==> config.mk <==
export PLATFORM = sky130hd
export DESIGN_NAME = sram_2p_scrub
export DESIGN_NICKNAME = d
export VERILOG_FILES = /design/src/rtl/sram_2p_scrub.sv
export SDC_FILE = /design/constraint.sdc
export NUM_CORES = 2
export LEC_CHECK = 0
export ABC_AREA = 0
export CAP_MARGIN = 10
export CELL_PAD_IN_SITES_DETAIL_PLACEMENT = 1
export CELL_PAD_IN_SITES_GLOBAL_PLACEMENT = 1
export CORE_AREA = 3 3 565 567
export DETAILED_ROUTE_END_ITERATION = 10
export DIE_AREA = 0 0 568 570
export DONT_BUFFER_PORTS = 1
export PLACE_DENSITY = 0.52
export RECOVER_POWER = 100
export SETUP_SLACK_MARGIN = 0.15
export SLEW_MARGIN = 20
export SYNTH_ARGS = -nofsm -noshare
export SYNTH_HDL_FRONTEND = slang
export SYNTH_SLANG_ARGS = --single-unit
==> constraint.sdc <==
create_clock -name clka -period 4.2 [get_ports clka]
set_input_delay 0.84 -clock clka [delete_from_list [all_inputs] [get_ports clka]]
set_output_delay 0.84 -clock clka [all_outputs]
set_load 0.03 [all_outputs]
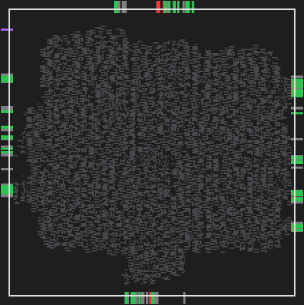
Fig. 1. Pin map.
(0.5 px per um) Pins as bars across the die edge, other pins in grey.
| colour | port | pins | direction | edge |
|---|---|---|---|---|
| red | waddr | 5 | input | 3 top, 2 bottom |
| green | wdata | 72 | input | 29 right, 24 left, 10 top, 9 bottom |
| purple | clka | 1 | input | left |
all pins by edge: 63 right, 51 left, 28 top, 27 bottom
Port-buffer cells: 0
DIE WIDTH: 568 um
die height: 570 um

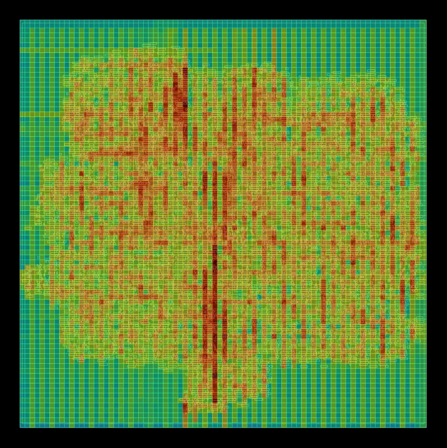
Fig. 2. Routing congestion.
DR WL/cell: 28.4 um
GRT met2 Usage: 0.286
GRT Overall Usage: 0.176
Most Crowded Layer GR: met2
GRT met1 Usage: 0.243

==> results.cfg <==
; generated from flow reports
[power]
p_clk_frac = 0.371
seq_power_mw = 31.2
p_comb_mw = 7.35

[detailed_routing]
routed.top_layer = met5
m1WireLength_um = 131000
routed_wl_um = 293000

[run_status]
violations = capacitance limit, slew limit
outcome = finished with violations

[critical_path]
ff2ff_path_depth = 6

[run]
warnings = 48
maxCapViolCount = 57

[clock_network]
cts_tree = done

[logic_synthesis]
ys_seq_frac = 0.755
edf_count = 2304
synth_flop_count = 2384
netlist.top_cell.by_area = edfxtp_1
yosys.area_share.simple = 0.0546

[floorplan]
core_area_mm2 = 0.315
die_area_mm2 = 0.324

[timing]
period_used_share = 0.943
drv_slew = 1867
fin_worst_skew_ns = 0.0559
setup_violations = 0

[place]
dp_hpwl_um = 180000
final cells by class:
type / instances / area [um^2] / share of cell area
flip-flops and latches: 2384 / 71200 / 0.655
inverters: 8 / 32.5 / 0.000299
clock inverters: 120 / 1030 / 0.00944
multi-input cells: 2934 / 21500 / 0.198
well taps: 4160 / 5200 / 0.0479
clock buffers: 366 / 7410 / 0.0682
repair buffers: 321 / 2330 / 0.0214
diodes: 11 / 27.5 / 0.000253
worst max-delay path, stage by stage:
cell,delay (ns)
buf_16,0.29
buf_8,0.83
buf_16,0.81
mux2i_1,0.29
a22oi_1,0.12
nand3_1,0.20
nand4_1,0.16
clkbuf_1,0.20
a221o_1,0.35
repair_timing:
item / CTS / global route
hold endpoints to repair: 80 / 0
setup endpoints to repair: 0 / 0
hold buffers: 2 / 0
